## src/rtl/uart_cmd_parser.sv

```systemverilog
`default_nettype none
`timescale 1ns/1ns
// ============================================================================
// Module   : uart_cmd_parser
// Brief    : Frames UART bytes into START/CMD/LEN/payload/CHK commands with
//            XOR checksum, length bound and inter-byte timeout checking.
//            Optional PARSER_STATS_EN adds good/bad frame counters.
// Revision : 1.0 - initial release
// ============================================================================
module uart_cmd_parser #(
    parameter logic [7:0] START_BYTE  = 8'h24,
    parameter int         MAX_LEN     = 8,
    parameter int         TIMEOUT_CYC = 20000
) (
    input  logic        iCLK,
    input  logic        RST_n,
    input  logic [7:0]  rxd,
    input  logic        RECEIVE_END,
    input  logic [3:0]  rd_addr,
    output logic [7:0]  rd_data,
    output logic        cmd_valid,
    output logic [7:0]  cmd,
    output logic [7:0]  cmd_len,
    output logic        frame_err,
    output logic [1:0]  err_code,
    output logic        busy
`ifdef PARSER_STATS_EN
    ,
    output logic [15:0] good_cnt,
    output logic [15:0] bad_cnt
`endif
);

    localparam int              c_TW      = $clog2(TIMEOUT_CYC + 1);
    localparam logic [c_TW-1:0] c_TMO     = c_TW'(TIMEOUT_CYC);
    localparam logic [c_TW-1:0] c_TMO_ONE = c_TW'(1);
    localparam logic [7:0]      c_MAX_LEN = 8'(MAX_LEN);
    localparam logic [4:0]      c_BUF_N   = 5'(MAX_LEN);

    localparam logic [2:0] S_IDLE = 3'd0;
    localparam logic [2:0] S_CMD  = 3'd1;
    localparam logic [2:0] S_LEN  = 3'd2;
    localparam logic [2:0] S_DATA = 3'd3;
    localparam logic [2:0] S_CHK  = 3'd4;

    logic            r_rx_end_q;
    logic            w_stb;
    logic            w_tmo_exp;
    logic [2:0]      r_state;
    logic [c_TW-1:0] r_tmo;
    logic [7:0]      r_cmd_tmp;
    logic [7:0]      r_len_tmp;
    logic [7:0]      r_chk;
    logic [3:0]      r_idx;
    logic [7:0]      r_buf [0:15];
    logic            r_cmd_valid;
    logic            r_frame_err;
    logic [7:0]      r_cmd;
    logic [7:0]      r_cmd_len;
    logic [1:0]      r_err_code;

    // A level-high RECEIVE_END produces one strobe on its rising edge only.
    assign w_stb     = RECEIVE_END & ~r_rx_end_q;
    assign w_tmo_exp = (r_state != S_IDLE) && (r_tmo == c_TMO) && !w_stb;

    always_ff @(posedge iCLK or negedge RST_n) begin
        if (!RST_n) begin
            r_rx_end_q  <= 1'b0;
            r_state     <= S_IDLE;
            r_tmo       <= '0;
            r_cmd_tmp   <= 8'h00;
            r_len_tmp   <= 8'h00;
            r_chk       <= 8'h00;
            r_idx       <= 4'd0;
            r_cmd_valid <= 1'b0;
            r_frame_err <= 1'b0;
            r_cmd       <= 8'h00;
            r_cmd_len   <= 8'h00;
            r_err_code  <= 2'd0;
            for (int i = 0; i < 16; i++) begin
                r_buf[i] <= 8'h00;
            end
        end else begin
            r_rx_end_q  <= RECEIVE_END;
            r_cmd_valid <= 1'b0;
            r_frame_err <= 1'b0;

            if ((r_state == S_IDLE) || w_stb) begin
                r_tmo <= '0;
            end else begin
                r_tmo <= r_tmo + c_TMO_ONE;
            end

            if (w_tmo_exp) begin
                r_frame_err <= 1'b1;
                r_err_code  <= 2'd3;
                r_state     <= S_IDLE;
            end else if (w_stb) begin
                case (r_state)
                    S_IDLE: begin
                        if (rxd == START_BYTE) begin
                            r_state <= S_CMD;
                        end
                    end
                    S_CMD: begin
                        r_cmd_tmp <= rxd;
                        r_chk     <= rxd;
                        r_state   <= S_LEN;
                    end
                    S_LEN: begin
                        if (rxd > c_MAX_LEN) begin
                            r_frame_err <= 1'b1;
                            r_err_code  <= 2'd2;
                            r_state     <= S_IDLE;
                        end else begin
                            r_len_tmp <= rxd;
                            r_chk     <= r_chk ^ rxd;
                            r_idx     <= 4'd0;
                            r_state   <= (rxd == 8'h00) ? S_CHK : S_DATA;
                        end
                    end
                    S_DATA: begin
                        // Payload lands in place; no double buffering.
                        r_buf[r_idx] <= rxd;
                        r_chk        <= r_chk ^ rxd;
                        r_idx        <= r_idx + 4'd1;
                        if ({4'd0, r_idx} == (r_len_tmp - 8'd1)) begin
                            r_state <= S_CHK;
                        end
                    end
                    S_CHK: begin
                        if (rxd == r_chk) begin
                            r_cmd       <= r_cmd_tmp;
                            r_cmd_len   <= r_len_tmp;
                            r_err_code  <= 2'd0;
                            r_cmd_valid <= 1'b1;
                        end else begin
                            r_frame_err <= 1'b1;
                            r_err_code  <= 2'd1;
                        end
                        r_state <= S_IDLE;
                    end
                    default: begin
                        r_state <= S_IDLE;
                    end
                endcase
            end
        end
    end

    assign rd_data   = ({1'b0, rd_addr} < c_BUF_N) ? r_buf[rd_addr] : 8'h00;
    assign cmd_valid = r_cmd_valid;
    assign frame_err = r_frame_err;
    assign cmd       = r_cmd;
    assign cmd_len   = r_cmd_len;
    assign err_code  = r_err_code;
    assign busy      = (r_state != S_IDLE);

`ifdef PARSER_STATS_EN
    logic [15:0] r_good_cnt;
    logic [15:0] r_bad_cnt;

    always_ff @(posedge iCLK or negedge RST_n) begin
        if (!RST_n) begin
            r_good_cnt <= 16'h0000;
            r_bad_cnt  <= 16'h0000;
        end else begin
            if (r_cmd_valid && (r_good_cnt != 16'hFFFF)) begin
                r_good_cnt <= r_good_cnt + 16'd1;
            end
            if (r_frame_err && (r_bad_cnt != 16'hFFFF)) begin
                r_bad_cnt <= r_bad_cnt + 16'd1;
            end
        end
    end

    assign good_cnt = r_good_cnt;
    assign bad_cnt  = r_bad_cnt;
`endif

endmodule
`default_nettype wire

```

## config.mk

```make
export PLATFORM = sky130hd
export DESIGN_NAME = uart_cmd_parser
export DESIGN_NICKNAME = d
export VERILOG_FILES = /design/src/rtl/uart_cmd_parser.sv
export SDC_FILE = /design/constraint.sdc
export NUM_CORES = 1
export LEC_CHECK = 0
export ABC_AREA = 1
export CORE_ASPECT_RATIO = 0.7
export CORE_MARGIN = 5
export CORE_UTILIZATION = 25
export DETAILED_ROUTE_END_ITERATION = 10
export PLACE_DENSITY_LB_ADDON = 0.15
export SLEW_MARGIN = 30
export SYNTH_ARGS = -nofsm -noshare
export SYNTH_HDL_FRONTEND = slang
export SYNTH_SLANG_ARGS = --single-unit
```

## constraint.sdc

```tcl
create_clock -name iCLK -period 2.2 [get_ports iCLK]
set_input_delay 0.33 -clock iCLK [delete_from_list [all_inputs] [get_ports iCLK]]
set_output_delay 0.33 -clock iCLK [all_outputs]
set_load 0.05 [all_outputs]
```

Power grid:
The bar under the picture is 50 µm long. Pins as bars on the die edge.
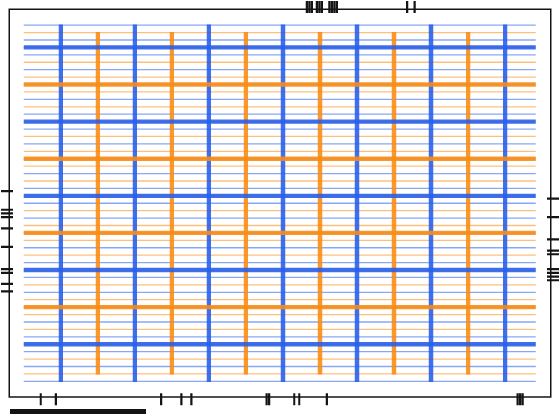
VSS -> blue
VDD -> orange
signal pins = 44
met4 straps = 13
met5 straps = 9
rows = 48
met1 rails = 49
Max VDD drop: 559.5 µV
Die X: 197.9 µm

Placement by cell class:
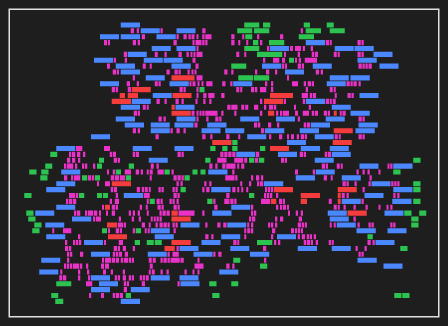
remaining buffers and delay cells -> green  # cells 83, share of their area 12%
clock drivers and dummy loads -> red  # cells 32, share of their area 7.9%
remaining logic cells -> magenta  # cells 609, share of their area 37%
registers -> blue  # cells 131, share of their area 43%
Core ar.: 24500 µm²
FP Rows: 48

Routed clock nets over the placement:
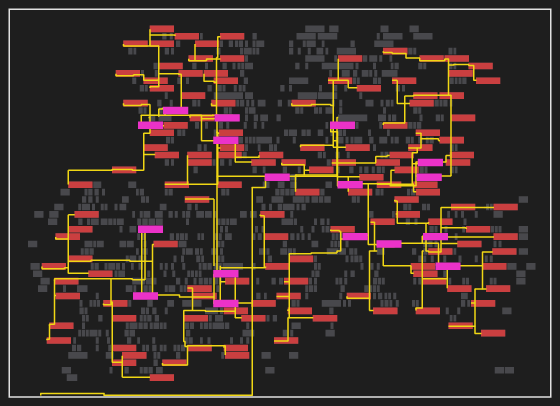
clock-net drivers -> magenta  # count 17
flip-flops -> red  # count 131
clock wires -> yellow  # length 2060 µm
routed clock nets = 18
flops lie = all over the die
clk pwr: 2.87 mW
clock skew: 9.299 ps

==> run notes <==
impl run done, here's what came out: Top cells by area=dfrtp_1 53%, nand2_1 11%, o21ai_0 10%, nor2_1 7.3%, inv_1 3.5%, Ys Warns=0, NetSw=2.329 mW, WS Path Type=in2out, fin. max-slew vios=0, sequential power share=0.398, DR iter-0 viols=381, Yosys top cell by area=dfrtp_1, Internal=5.055 mW, residual DRC count=0, FF-to-FF path depth=14, worst hold margin=378.9 ps, Synth Flop Type=dfrtp_1, Worst Path Required=1870 ps, Routed Antenna Nets=0, area fraction in mux cells=0, FMAX=480.5 MHz, Final min period=2081 ps, total power=7.384 mW, EDFF count, synth=0, Sw Share=0.3154, Startpoint Class=input port, endpoints failing setup=0, clk ins delay skew pair=420 ps, post-route cell area=7985 µm², CTS Buf Count=17, CP Cell Sequence=clkdlybuf4s50_1 > buf_12 > o21ai_0 > o32ai_2 > o21ai_0 > nor2_2 > buf_12, Clock Sinks=131, Tool Warnings=30, most frequent cells in the layout=189 x nand2_1, 131 x dfrtp_1, 124 x o21ai_0, Hold Vio Cnt, Final=0, clock network power share=0.389, Seq/Total Area, Yosys=0.5304, Clock Root Buffer=clkbuf_16, global-route wire length before repair=28810 µm, Async SR Flop Fraction=1.000, dpl hpwl=12280 µm, CP delay by family, top=buffers and inverters, via count=5177, min setup slack post-route=118.8 ps, vias in the first global route=5075, Post-synth top cells=189 x nand2_1, 131 x dfrtp_1, 125 x o21ai_0, 121 x nor2_1, 58 x inv_1, Setup crit end kind=output pin, WP data arrival=1750 ps, Initial Util=0.2522, Synth Area per Inst=8.059 µm², Slowest cell on crit path=clkdlybuf4s50_1, Gate Count Post-Synth=767, Compound Share, Synth=0.1421, H-tree levels=4, clock-pin slew on the worst setup and hold paths=60 ps, max_slew headroom=0.6540, fin util=0.3259, largest net degree at the start of global routing=48, RSZ-0062 raised after global routing=no, # port buffers=43, CTS tree=done, synthesis-to-layout area growth=29.19%, Clock Path Buffers=2, yosys cell count=767, Leakage=3.661 nW, via-per-instance ratio=4.387, nets@finish=864, post-layout period usage=0.9460, critical path's largest stage delay=500 ps, yosys synthesis chip area=6181 µm², cell area after placement=7328 µm², DR WL/cell=14.71 µm, hold depth=1, antenna cells=0, Ports=44, comb area leader=simple AND/OR/NAND/NOR gates, Buffers & Inverters on Critical Path=3, initial antenna violation count=1, combinational share of power=0.214, outcome=finished, final reports clean, setup tns final=0 ps, Inst Count DP=1146, PD cells=924.7 nW/µm²
[timing repair]
item,in CTS,in global routing
setup buffers,0,0
hold buffers,1,0
gates cloned,1,0
pin swaps,2,1
resized,6,0
setup endpoints to repair,7,1
endpoints found under the hold margin,42,0
[sequential cells by signal (all words and copies together) (netlist names), 4 cells and up]
register / count
r_tmo: 15
cmd_len: 8
cmd: 8
r_len_tmp: 8
r_buf: 64
r_cmd_tmp: 8
r_chk: 8
r_idx: 4
[worst reg2reg max path, delay by kind of cell (launching register included)]
family | cells | cell delay [ps]
buffers and inverters | 2 | 160
adders and majority gates | 1 | 260
and+or+nand+nor | 11 | 950
DFF | 1 | 370
[layout make-up]
cell class / instances / area, µm²
flip-flops and latches: 131 / 3278
multi-input cells: 549 / 2581
clock inverters: 12 / 128.9
clock buffers: 20 / 466.7
inverters: 60 / 225.2
repair buffers: 83 / 898.4
well taps: 325 / 406.6
fillers: 2647 / 16520
[power by group through the flow]
stage	logic (mW)	clock network (mW)	registers, mW
floorplan	0.980	0	2.94
global placement	1.58	0	2.98
detailed placement	1.58	0	2.98
CTS	1.60	2.96	2.94
global route	1.81	3.05	2.98
finish	1.58	2.87	2.94
[final timing paths]
| path | endpoint | slack (ps) | startpoint |
|---|---|---|---|
| hold / removal | r_rx_end_q | 380 | RECEIVE_END |
| max in group asynchronous | r_buf[110] | 1160 | RST_n |
| min in group asynchronous | r_tmo[9] | 400 | RST_n |
| hold reg to reg | cmd[2] | 470 | r_cmd_tmp[2] |
| setup / recovery | rd_data[0] | 120 | rd_addr[1] |
| setup reg to reg | r_state[2] | 350 | r_len_tmp[1] |
[layer usage]
layer | track usage | part of all wire
met3 | 0.02801 | 0.034
met5 | 0 | 0
met2 | 0.1789 | 0.39
met4 | 0.03694 | 0.010
met1 | 0.2064 | 0.56
Power and IR drop assume default switching activity.
